run_1/drive_strength.png
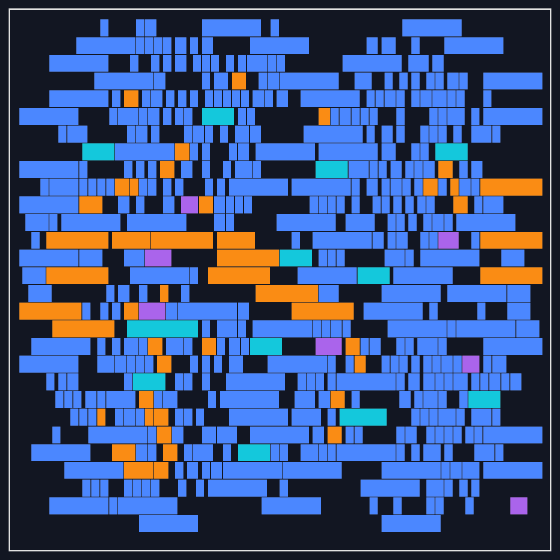
run_1/met3.png
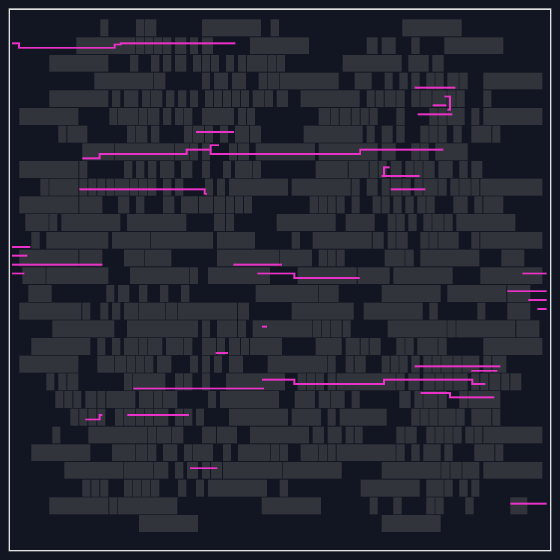
run_1/gate_families.png
Scale bar: 20 um.
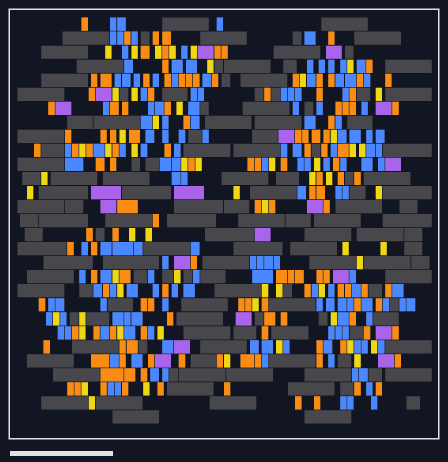
## config.mk

```make
export PLATFORM = sky130hd
export DESIGN_NAME = led
export DESIGN_NICKNAME = d
export VERILOG_FILES = /design/src/rtl/led_pkg.sv /design/src/rtl/led_key_debounce.sv /design/src/rtl/led.sv
export SDC_FILE = /design/constraint.sdc
export NUM_CORES = 1
export LEC_CHECK = 0
export ABC_AREA = 1
export ABC_CLOCK_PERIOD_IN_PS = 2400
export CAP_MARGIN = 30
export CORE_UTILIZATION = 58
export DETAILED_ROUTE_END_ITERATION = 10
export PLACE_DENSITY = 0.76
export SLEW_MARGIN = 20
export SYNTH_ARGS = -nofsm -noshare
export SYNTH_HDL_FRONTEND = slang
export SYNTH_SLANG_ARGS = --single-unit
```

## constraint.sdc

```tcl
create_clock -name clk -period 2.4 [get_ports clk]
set_input_delay 0.6 -clock clk [delete_from_list [all_inputs] [get_ports clk]]
set_output_delay 0.6 -clock clk [all_outputs]
set_load 0.01 [all_outputs]
```

## src/rtl/led_pkg.sv

```systemverilog
// Shared constants and helpers for the key-to-LED driver.
// Optional LED_TOGGLE_EN selects toggle-on-press LEDs.
package led_pkg;

    localparam int NUM_KEYS = 4;
    localparam int DEF_DEBOUNCE_CYCLES = 20000;
    localparam int DEF_SYNC_STAGES = 2;

    // Wide enough to hold DEBOUNCE_CYCLES itself.
    function automatic int cnt_width(input int cycles);
        return $clog2(cycles + 1);
    endfunction

endpackage

```

## src/rtl/led_key_debounce.sv

```systemverilog
// One key channel: synchroniser chain, stability counter, stable level.
// Stable follows the key only after DEBOUNCE_CYCLES matching samples.
module key_debounce
    import led_pkg::*;
#(
    parameter int DEBOUNCE_CYCLES = DEF_DEBOUNCE_CYCLES,
    parameter int SYNC_STAGES = DEF_SYNC_STAGES
) (
    input  logic clk,
    input  logic rst_n,
    input  logic key,
    output logic stable
);

    localparam int CW = cnt_width(DEBOUNCE_CYCLES);
    localparam logic [CW-1:0] CNT_LAST = CW'(DEBOUNCE_CYCLES - 1);

    logic [SYNC_STAGES-1:0] sync;
    logic [CW-1:0] cnt;
    logic sample;

    always_ff @(posedge clk or negedge rst_n) begin
        if (!rst_n) begin
            sync <= '1;
        end else begin
            sync <= {sync[SYNC_STAGES-2:0], key};
        end
    end

    assign sample = sync[SYNC_STAGES-1];

    always_ff @(posedge clk or negedge rst_n) begin
        if (!rst_n) begin
            cnt <= '0;
            stable <= 1'b1;
        end else if (sample == stable) begin
            cnt <= '0;
        end else if (cnt == CNT_LAST) begin
            cnt <= '0;
            stable <= sample;
        end else begin
            cnt <= cnt + 1'b1;
        end
    end

endmodule

```

## src/rtl/led.sv

```systemverilog
// Four-channel debounced push-button to LED driver.
// Define LED_TOGGLE_EN for toggle-on-press instead of momentary LEDs.
module led
    import led_pkg::*;
#(
    parameter int DEBOUNCE_CYCLES = DEF_DEBOUNCE_CYCLES,
    parameter int SYNC_STAGES = DEF_SYNC_STAGES
) (
    input  logic clk,
    input  logic rst_n,
    input  logic key1,
    input  logic key2,
    input  logic key3,
    input  logic key4,
    output logic led1,
    output logic led2,
    output logic led3,
    output logic led4
);

    logic [NUM_KEYS-1:0] keys;
    logic [NUM_KEYS-1:0] stable;
    logic [NUM_KEYS-1:0] leds;

    assign keys = {key4, key3, key2, key1};

    for (genvar i = 0; i < NUM_KEYS; i++) begin : g_key
        key_debounce #(
            .DEBOUNCE_CYCLES(DEBOUNCE_CYCLES),
            .SYNC_STAGES(SYNC_STAGES)
        ) u_deb (
            .clk(clk),
            .rst_n(rst_n),
            .key(keys[i]),
            .stable(stable[i])
        );
    end

`ifdef LED_TOGGLE_EN
    logic [NUM_KEYS-1:0] stable_d;
    logic [NUM_KEYS-1:0] press;

    // Falling edge of stable seen one edge after acceptance, matching momentary latency.
    assign press = stable_d & ~stable;

    always_ff @(posedge clk or negedge rst_n) begin
        if (!rst_n) begin
            stable_d <= '1;
            leds <= '0;
        end else begin
            stable_d <= stable;
            leds <= leds ^ press;
        end
    end
`else
    always_ff @(posedge clk or negedge rst_n) begin
        if (!rst_n) begin
            leds <= '0;
        end else begin
            leds <= ~stable;
        end
    end
`endif

    assign led1 = leds[0];
    assign led2 = leds[1];
    assign led3 = leds[2];
    assign led4 = leds[3];

endmodule

```

==> flow_metrics.tcl, run 1 <==
# yosys + openroad results
set metrics [dict create \
    nMultiInputCombCells 344 \
    avgSynthCellArea_um2 7.98 \
    dpl.hpwl_um 5060 \
    grt_usage_pct 22.7 \
    crit_family "buffers and inverters" \
    most_common_cell "nor2_1" \
    xor_area_share_pct 4.77 \
    dp.cells 564 \
    drtIter0Drc 162 \
    adder_share_pct 1.32 \
    maxSlewHeadroom_pct 59.7 \
    edf_count 0 \
    synth-main-ff-cell "dfrtp_1" \
    combPwrFrac_pct 3.9 \
    drv_cap 0 \
    r2r_cells 8 \
    openroad.warnings 26 \
    gr-max-usage-layer "met2" \
    dieHeight_um 83.0 \
    io_pins 10 \
    largest_reg_flops 60 \
    dp_slack_ns 0.950 \
    critPathBufInv 1 \
    grt_pass1_wl_um 12600 \
    nClkBuffers 10 \
    r2r-start "g_key[1].u_deb.cnt[0]" \
    yosysTopAreaCell "dfrtp_1" \
    row_count 29 \
    comb_area_um2 1670 \
    cp-endpoint "led1" \
    max_stage_delay_ns 0.53 \
    io_buffers 9 \
    yosys-top-cells-area "dfrtp_1 42%, nor2_1 12%, nand2_1 9.4%" \
    detail-route-antenna-nets 0 \
    grt_max_degree 45 \
    biggestCellCategory "registers" \
    p_int_mw 1.84 \
    n_fill_cell 519 \
    ys.flops 76 \
    hold_viol 0 \
    leakagePower_nw 1.75 \
    wl_met1_um 3250 \
    rsz0062_at_grt "false" \
    endpoint_kind "primary output" \
    comb_share_pct 39.8 \
    drt_wl_total_um 6840 \
    crit_fanout 1 \
    hold_buffers 0 \
    dieArea_um2 6890 \
    p_sw_mw 0.537 \
    reg_top3 "g_key.u_deb.cnt: 60 flops, g_key.u_deb.sync: 8 flops" \
    min_period_ns 1.80 \
    grt_util_met3_pct 7.75 \
    drive_above_1_share_pct 12.7 \
    core_region_area_um2 6350 \
    ys_area_um2 3800 \
    cp_cell_sequence "clkdlybuf4s50_1" \
    nWellTaps 77 \
    status "finished, final reports clean" \
    yosysTopAreaCellShare_pct 42.1 \
    placed_cell_area_um2 4010 \
    initial_core_util_pct 59.9 \
    async_flop_share_pct 100 \
    grt_antenna_before_repair 0 \
    yosysWarnings 0 \
]
About drive_strength.png:
drive 6 and up: shown in cyan, cells 12. drive 3 to 4: shown in purple, cells 7. drive 1 or less: shown in blue, cells 439. drive 2: shown in orange, cells 45.
cell area after layout: 4210 um2
non-clock buffer count: 10
fin worst setup slack: 0.600 ns
Area Overhead vs Synth: 10.7%

About met3.png:
25 nets have wire on it. The longest straight run is 23.0 um. The layer holds 4.6% of the routed length.

About gate_families.png:
XOR/XNOR gates: shown in purple, cells 19, most used xor2_1, where widely spread. inverters: shown in yellow, cells 57, most used inv_1, where widely spread. NAND gates: shown in blue, cells 154, most used nand2_1, where widely spread. NOR gates: shown in orange, cells 137, most used nor2_1, where widely spread.

==> run 1 -> run 2 <==
--- a/config.mk
+++ b/config.mk
@@ -6,11 +6,11 @@
 export NUM_CORES = 1
 export LEC_CHECK = 0
 export ABC_AREA = 1
-export ABC_CLOCK_PERIOD_IN_PS = 2400
+export ABC_CLOCK_PERIOD_IN_PS = 1400
 export CAP_MARGIN = 30
-export CORE_UTILIZATION = 58
+export CORE_UTILIZATION = 55
 export DETAILED_ROUTE_END_ITERATION = 10
-export PLACE_DENSITY = 0.76
+export PLACE_DENSITY = 0.75
 export SLEW_MARGIN = 20
 export SYNTH_ARGS = -nofsm -noshare
 export SYNTH_HDL_FRONTEND = slang
==> constraint.sdc (replaced) <==
create_clock -name clk -period 1.4 [get_ports clk]
set_input_delay 0.35 -clock clk [delete_from_list [all_inputs] [get_ports clk]]
set_output_delay 0.35 -clock clk [all_outputs]
set_load 0.01 [all_outputs]
==> run 2 against run 1 <==
Net effect: synthesized area did not move; clock-buffer cell count rose by 2; core utilization rose by 3.0 points; clock skew rose by 0.014 ns; highest routed layer unchanged.
==> flow_metrics.tcl, run 2 <==
# yosys + openroad results
set metrics [dict create \
    gr-max-usage-layer "met2" \
    cp-endpoint "led4" \
    avgSynthCellArea_um2 7.98 \
    hold_buffers 1 \
    ys_area_um2 3800 \
    io_buffers 9 \
    endpoint_kind "primary output" \
    nClkBuffers 12 \
    p_int_mw 3.43 \
    cts_resized 7 \
    crit_family "flip-flops" \
    xor_area_share_pct 4.77 \
    maxSlewHeadroom_pct 75.4 \
    cp_cell_sequence "dlygate4sd2_1" \
    row_count 29 \
    status "finished, final reports clean" \
    drtIter0Drc 95 \
    io_pins 10 \
    most_common_cell "nor2_1" \
    area_growth_pct 18.3 \
    drt_wl_total_um 8020 \
    drv_cap 0 \
    nMultiInputCombCells 345 \
    dp.cells 572 \
    comb_share_pct 40.1 \
    max_stage_delay_ns 0.36 \
    hp-start "g_key[3].u_deb.sync[0]" \
    yosysTopAreaCell "dfrtp_1" \
    grt-ovfl-total 0 \
    min_period_ns 1.35 \
    dieHeight_um 85.2 \
    yosysWarnings 0 \
    yosysTopAreaCellShare_pct 42.1 \
    n_all_buffers 26 \
    initial_core_util_pct 58.6 \
    top_layer "met4" \
    grt_antenna_before_repair 0 \
    reg_top3 "g_key.u_deb.cnt: 60 flops, g_key.u_deb.sync: 8 flops" \
    hold_viol 0 \
    grt_util_met3_pct 4.96 \
    r2r-start "g_key[3].u_deb.cnt[0]" \
    dieArea_um2 7250 \
    dpl.hpwl_um 5470 \
    biggestCellCategory "registers" \
    synth-main-ff-cell "dfrtp_1" \
    nWellTaps 77 \
    r2r_cells 8 \
    leakagePower_nw 1.88 \
    cts_inserted_buffers 9 \
    drive_above_1_share_pct 19.4 \
    dp_slack_ns -0.0257 \
    worst_slack_ns 0.0541 \
    detail-route-antenna-nets 0 \
    grt_pass1_wl_um 13200 \
    openroad.warnings 27 \
    grt_usage_pct 23.3 \
    n_fill_cell 515 \
    use_met1_pct 29.7 \
    ys.flops 76 \
    p_sw_mw 0.942 \
    seq_cell_count 76 \
    finalInstanceArea_um2 4500 \
    adder_share_pct 1.32 \
    rsz0062_at_grt "true" \
    edf_count 0 \
    wl_met1_um 3610 \
    comb_area_um2 1810 \
    yosys-top-cells-area "dfrtp_1 42%, nor2_1 12%, nand2_1 9.4%" \
    mux_area_share_pct 0 \
    critPathBufInv 1 \
]
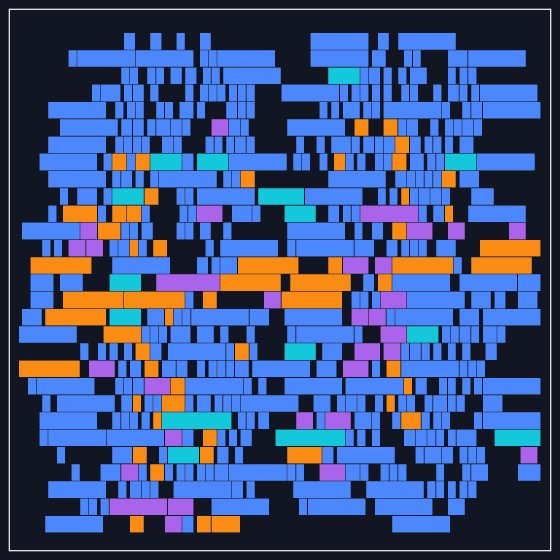
run_2/drive_strength.png
drive 6 and up: shown in cyan, cells 15. drive 3 to 4: shown in purple, cells 31. drive 2: shown in orange, cells 55. drive 1 or less: shown in blue, cells 419.

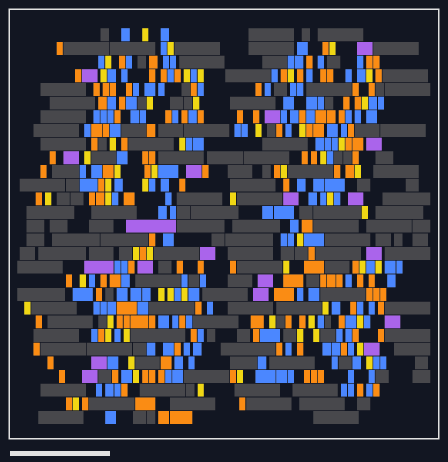
run_2/gate_families.png
Scale bar: 20 um.
NAND gates: shown in blue, cells 155, most used nand2_1. NOR gates: shown in orange, cells 137, most used nor2_1, where widely spread. inverters: shown in yellow, cells 57, most used inv_1. XOR/XNOR gates: shown in purple, cells 19, most used xor2_1.
Top cell excl fill/tap: nor2_1
Cell Count, Final, Fillers Out: 597

